`src/rtl/instr_fetch_unit_if.sv`:
```
// Fetch-stage bus: PC path, instruction memory handshake and decode-side buffer port.
// The master modport is the fetch unit; the slave modport is its environment.
interface instr_fetch_unit_if;
   localparam int unsigned XLEN = 16;

   logic [XLEN-1:0] pc;
   logic            pc_inc;
   logic            mem_req;
   logic [XLEN-1:0] mem_addr;
   logic            mem_ack;
   logic [XLEN-1:0] mem_rdata;
   logic            flush;
   logic [XLEN-1:0] instr;
   logic [XLEN-1:0] instr_pc;
   logic            instr_valid;
   logic            instr_ready;
   logic            fetch_err;

   modport master (
      input  pc, mem_ack, mem_rdata, flush, instr_ready,
      output pc_inc, mem_req, mem_addr, instr, instr_pc, instr_valid, fetch_err
   );

   modport slave (
      output pc, mem_ack, mem_rdata, flush, instr_ready,
      input  pc_inc, mem_req, mem_addr, instr, instr_pc, instr_valid, fetch_err
   );
endinterface

```
`src/rtl/instr_fetch_unit.sv`:
```
// Instruction fetch: req/ack memory read at the current PC, PC-advance pulse, PC-tagged buffer.
// Optional macro FETCH_TIMEOUT_EN adds an ack watchdog that raises a sticky fetch_err.
module instr_fetch_unit #(
   parameter int unsigned DEPTH   = 2,
   parameter int unsigned TIMEOUT = 255
) (
   input  logic               i_clock,
   input  logic               i_reset,
   instr_fetch_unit_if.master bus
);
   localparam int unsigned XLEN  = 16;
   localparam int unsigned PTR_W = (DEPTH > 2) ? 2 : 1;
   localparam int unsigned CNT_W = PTR_W + 1;

   if (!((DEPTH == 2) || (DEPTH == 4)) || (TIMEOUT == 0) || (TIMEOUT > 255)) begin : g_param_check
      $error("instr_fetch_unit: DEPTH must be 2 or 4 and TIMEOUT 1..255");
   end

   typedef enum logic [1:0] {IDLE, REQ, ADV, DROP} state_t;

   state_t           r_state;
   state_t           w_state_nxt;
   logic             w_start;
   logic             w_push;
   logic             w_pop;
   logic             w_pc_inc;
   logic             w_tmo_hit;
   logic             w_empty;
   logic             r_mem_req;
   logic [XLEN-1:0]  r_mem_addr;
   logic [XLEN-1:0]  r_buf_instr [DEPTH];
   logic [XLEN-1:0]  r_buf_pc    [DEPTH];
   logic [PTR_W-1:0] r_wr_ptr;
   logic [PTR_W-1:0] r_rd_ptr;
   logic [CNT_W-1:0] r_count;
   logic [XLEN-1:0]  r_last_instr;
   logic [XLEN-1:0]  r_last_pc;

   function automatic logic [PTR_W-1:0] ptr_inc(input logic [PTR_W-1:0] p);
      return (p == PTR_W'(DEPTH - 1)) ? '0 : p + PTR_W'(1);
   endfunction

`ifdef FETCH_TIMEOUT_EN
   logic [7:0] r_tmo_cnt;
   logic       r_fetch_err;

   assign w_tmo_hit = (r_tmo_cnt == 8'(TIMEOUT - 1)) && !bus.mem_ack;

   // Watchdog spans REQ and DROP; restarts on ack or when the wait ends
   always_ff @(posedge i_clock or negedge i_reset) begin
      if (!i_reset) begin
         r_tmo_cnt   <= '0;
         r_fetch_err <= 1'b0;
      end else begin
         if (((r_state == REQ) || (r_state == DROP)) && !bus.mem_ack && !w_tmo_hit)
            r_tmo_cnt <= r_tmo_cnt + 8'd1;
         else
            r_tmo_cnt <= '0;
         if (((r_state == REQ) || (r_state == DROP)) && w_tmo_hit)
            r_fetch_err <= 1'b1;
      end
   end

   assign bus.fetch_err = r_fetch_err;
`else
   assign w_tmo_hit     = 1'b0;
   assign bus.fetch_err = 1'b0;
`endif

   always_ff @(posedge i_clock or negedge i_reset) begin
      if (!i_reset) r_state <= IDLE;
      else          r_state <= w_state_nxt;
   end

   always_comb begin
      w_state_nxt = r_state;
      w_start     = 1'b0;
      w_push      = 1'b0;
      w_pc_inc    = 1'b0;
      case (r_state)
         IDLE: begin
            if (!bus.flush && (r_count < CNT_W'(DEPTH))) begin
               w_start     = 1'b1;
               w_state_nxt = REQ;
            end
         end
         REQ: begin
            if (bus.mem_ack) begin
               if (!bus.flush) begin
                  w_push      = 1'b1;
                  w_pc_inc    = 1'b1;
                  w_state_nxt = ADV;
               end else begin
                  w_state_nxt = IDLE;
               end
            end else if (w_tmo_hit) begin
               w_state_nxt = IDLE;
            end else if (bus.flush) begin
               w_state_nxt = DROP;
            end
         end
         // Outstanding read must still complete its handshake; its data is discarded
         DROP: begin
            if (bus.mem_ack || w_tmo_hit) w_state_nxt = IDLE;
         end
         ADV:     w_state_nxt = IDLE;
         default: w_state_nxt = IDLE;
      endcase
   end

   always_ff @(posedge i_clock or negedge i_reset) begin
      if (!i_reset) begin
         r_mem_req  <= 1'b0;
         r_mem_addr <= '0;
      end else begin
         r_mem_req <= (w_state_nxt == REQ) || (w_state_nxt == DROP);
         if (w_start) r_mem_addr <= bus.pc;
      end
   end

   assign w_empty = (r_count == '0);
   assign w_pop   = bus.instr_ready && !w_empty && !bus.flush;

   always_ff @(posedge i_clock or negedge i_reset) begin
      if (!i_reset) begin
         r_wr_ptr <= '0;
         r_rd_ptr <= '0;
         r_count  <= '0;
      end else if (bus.flush) begin
         r_wr_ptr <= '0;
         r_rd_ptr <= '0;
         r_count  <= '0;
      end else begin
         if (w_push) r_wr_ptr <= ptr_inc(r_wr_ptr);
         if (w_pop)  r_rd_ptr <= ptr_inc(r_rd_ptr);
         case ({w_push, w_pop})
            2'b10:   r_count <= r_count + CNT_W'(1);
            2'b01:   r_count <= r_count - CNT_W'(1);
            default: r_count <= r_count;
         endcase
      end
   end

   always_ff @(posedge i_clock) begin
      if (w_push) begin
         r_buf_instr[r_wr_ptr] <= bus.mem_rdata;
         r_buf_pc[r_wr_ptr]    <= r_mem_addr;
      end
   end

   // Remembers the last presented head so instr/instr_pc hold steady once empty
   always_ff @(posedge i_clock or negedge i_reset) begin
      if (!i_reset) begin
         r_last_instr <= '0;
         r_last_pc    <= '0;
      end else if (!w_empty) begin
         r_last_instr <= r_buf_instr[r_rd_ptr];
         r_last_pc    <= r_buf_pc[r_rd_ptr];
      end
   end

   assign bus.instr       = w_empty ? r_last_instr : r_buf_instr[r_rd_ptr];
   assign bus.instr_pc    = w_empty ? r_last_pc    : r_buf_pc[r_rd_ptr];
   assign bus.instr_valid = !w_empty;
   assign bus.mem_req     = r_mem_req;
   assign bus.mem_addr    = r_mem_addr;
   assign bus.pc_inc      = w_pc_inc;
endmodule

```
`src/flat_wrapper.sv`:
```
// flat-port wrapper written by rule: the top's interface ports become plain ports
module instr_fetch_unit_flat 
#(
   parameter int unsigned DEPTH   = 2,
   parameter int unsigned TIMEOUT = 255
)
  (i_clock, i_reset, bus_pc, bus_mem_ack, bus_mem_rdata, bus_flush, bus_instr_ready, bus_pc_inc, bus_mem_req, bus_mem_addr, bus_instr, bus_instr_pc, bus_instr_valid, bus_fetch_err);
  instr_fetch_unit_if bus_i ();
  input  logic i_clock;
  input  logic i_reset;
  input wire logic [$bits(bus_i.pc)-1:0] bus_pc;
  input wire logic [$bits(bus_i.mem_ack)-1:0] bus_mem_ack;
  input wire logic [$bits(bus_i.mem_rdata)-1:0] bus_mem_rdata;
  input wire logic [$bits(bus_i.flush)-1:0] bus_flush;
  input wire logic [$bits(bus_i.instr_ready)-1:0] bus_instr_ready;
  output wire logic [$bits(bus_i.pc_inc)-1:0] bus_pc_inc;
  output wire logic [$bits(bus_i.mem_req)-1:0] bus_mem_req;
  output wire logic [$bits(bus_i.mem_addr)-1:0] bus_mem_addr;
  output wire logic [$bits(bus_i.instr)-1:0] bus_instr;
  output wire logic [$bits(bus_i.instr_pc)-1:0] bus_instr_pc;
  output wire logic [$bits(bus_i.instr_valid)-1:0] bus_instr_valid;
  output wire logic [$bits(bus_i.fetch_err)-1:0] bus_fetch_err;
  assign bus_i.pc = bus_pc;
  assign bus_i.mem_ack = bus_mem_ack;
  assign bus_i.mem_rdata = bus_mem_rdata;
  assign bus_i.flush = bus_flush;
  assign bus_i.instr_ready = bus_instr_ready;
  assign bus_pc_inc = bus_i.pc_inc;
  assign bus_mem_req = bus_i.mem_req;
  assign bus_mem_addr = bus_i.mem_addr;
  assign bus_instr = bus_i.instr;
  assign bus_instr_pc = bus_i.instr_pc;
  assign bus_instr_valid = bus_i.instr_valid;
  assign bus_fetch_err = bus_i.fetch_err;
  instr_fetch_unit #(.DEPTH(DEPTH), .TIMEOUT(TIMEOUT)) u_core (.i_clock(i_clock), .i_reset(i_reset), .bus(bus_i));
endmodule
```
`config.mk`:
```
export PLATFORM = sky130hd
export DESIGN_NAME = instr_fetch_unit_flat
export DESIGN_NICKNAME = d
export VERILOG_FILES = /design/src/rtl/instr_fetch_unit_if.sv /design/src/rtl/instr_fetch_unit.sv /design/src/flat_wrapper.sv
export SDC_FILE = /design/constraint.sdc
export NUM_CORES = 1
export LEC_CHECK = 0
export CELL_PAD_IN_SITES_DETAIL_PLACEMENT = 1
export CELL_PAD_IN_SITES_GLOBAL_PLACEMENT = 1
export CORE_UTILIZATION = 46
export DETAILED_ROUTE_END_ITERATION = 10
export DONT_BUFFER_PORTS = 1
export PLACE_DENSITY_LB_ADDON = 0.1
export SLEW_MARGIN = 25
export SYNTH_ARGS = -nofsm -noshare
export SYNTH_HDL_FRONTEND = slang
export SYNTH_SLANG_ARGS = --single-unit
```
`constraint.sdc`:
```
create_clock -name i_clock -period 2.7 [get_ports i_clock]
set_clock_uncertainty 0.05 [all_clocks]
set_input_delay 0.54 -clock i_clock [delete_from_list [all_inputs] [get_ports i_clock]]
set_output_delay 0.54 -clock i_clock [all_outputs]
set_load 0.01 [all_outputs]
```
Logic cells by family:
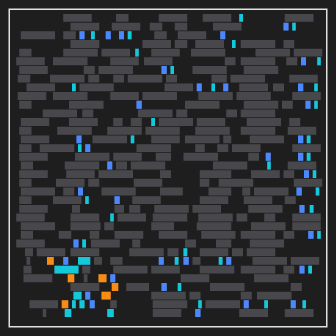
Orange is and/or cells, cells 6, most used and3_1, where bottom left. Cyan is nor cells, cells 40, most used nor2_1, where all over the die. Blue is aoi and oai cells, cells 37, most used a21oi_1, where all over the die.

Nets reached from selected ports:
Bar = 20 um.
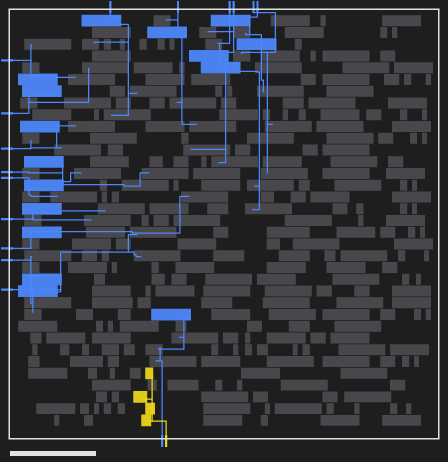
Blue is `bus_mem_addr`, direction output, end cells 16, buffers 0, wire 616 um. Yellow is `bus_instr_ready`, direction input, end cells 4, buffers 0, wire 22.3 um.

Routing congestion map:
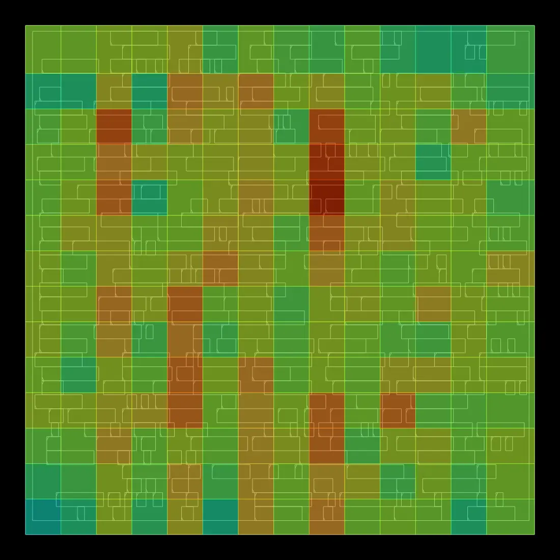
GR Util met2: 27.3%
WL/cell: 18.6 um

[cell families after synthesis]
family	synth area share, %
muxes	11.6
and+or+nand+nor	5.60
AOI/OAI and AO/OA	4.62
buffers and inverters	1.79
xor gates and xnor gates	0.202
DFF	76.1
other	0.0866
[critical path: stages (launching register included)]
cell and delay [ps]:
dfrtp_1 450, or2_2 330, buf_12 210, a21oi_1 380
[final cells by class]
class / instances / area share, %
inverters: 2 / 0.146
flip-flops and latches: 119 / 64.1
repair buffers: 7 / 2.43
clock buffers: 19 / 8.58
well taps: 111 / 2.70
clock inverters: 13 / 3.33
multi-input cells: 138 / 18.7
==> flow_metrics.py <==
# Flow results
metrics = {
    "critical_path": {
        "cp-end-kind": "output pin",
    },
    "global_routing": {
        "grt_pass1_wl_um": 12200,
    },
    "pwr": {
        "p_comb_uw": 759,
        "clkPwrFrac_pct": 40.0,
        "pwr-share-seq_pct": 46.7,
        "comb_power_share_pct": 13.3,
        "peakVddDrop_mv": 0.491,
    },
    "job": {
        "warnings": 26,
        "cap_violations": 0,
    },
    "cells_and_area": {
        "syn2layout_area_growth_pct": 18.9,
        "final_cell_mix": "64 x edfxtp_1, 54 x dfrtp_1, 34 x nor2_1, 33 x a21oi_1, 32 x mux2i_1",
        "reg_top3": "u_core.r_buf_instr (32), u_core.r_buf_pc (32)",
    },
    "cts": {
        "clk_pin_slew_ps": 60,
    },
    "route": {
        "highest_layer": "met4",
        "via_count": 2130,
    },
    "run_status": {
        "status": "complete, no violations",
    },
    "synth": {
        "largest_area_cell": "edfxtp_1",
        "ys_area_mm2": 0.00433,
    },
    "hold_path": {
        "min_from": "bus_flush",
    },
    "timing": {
        "hold_slack_ps": 45.1,
    },
}
Power and IR drop assume default switching activity.
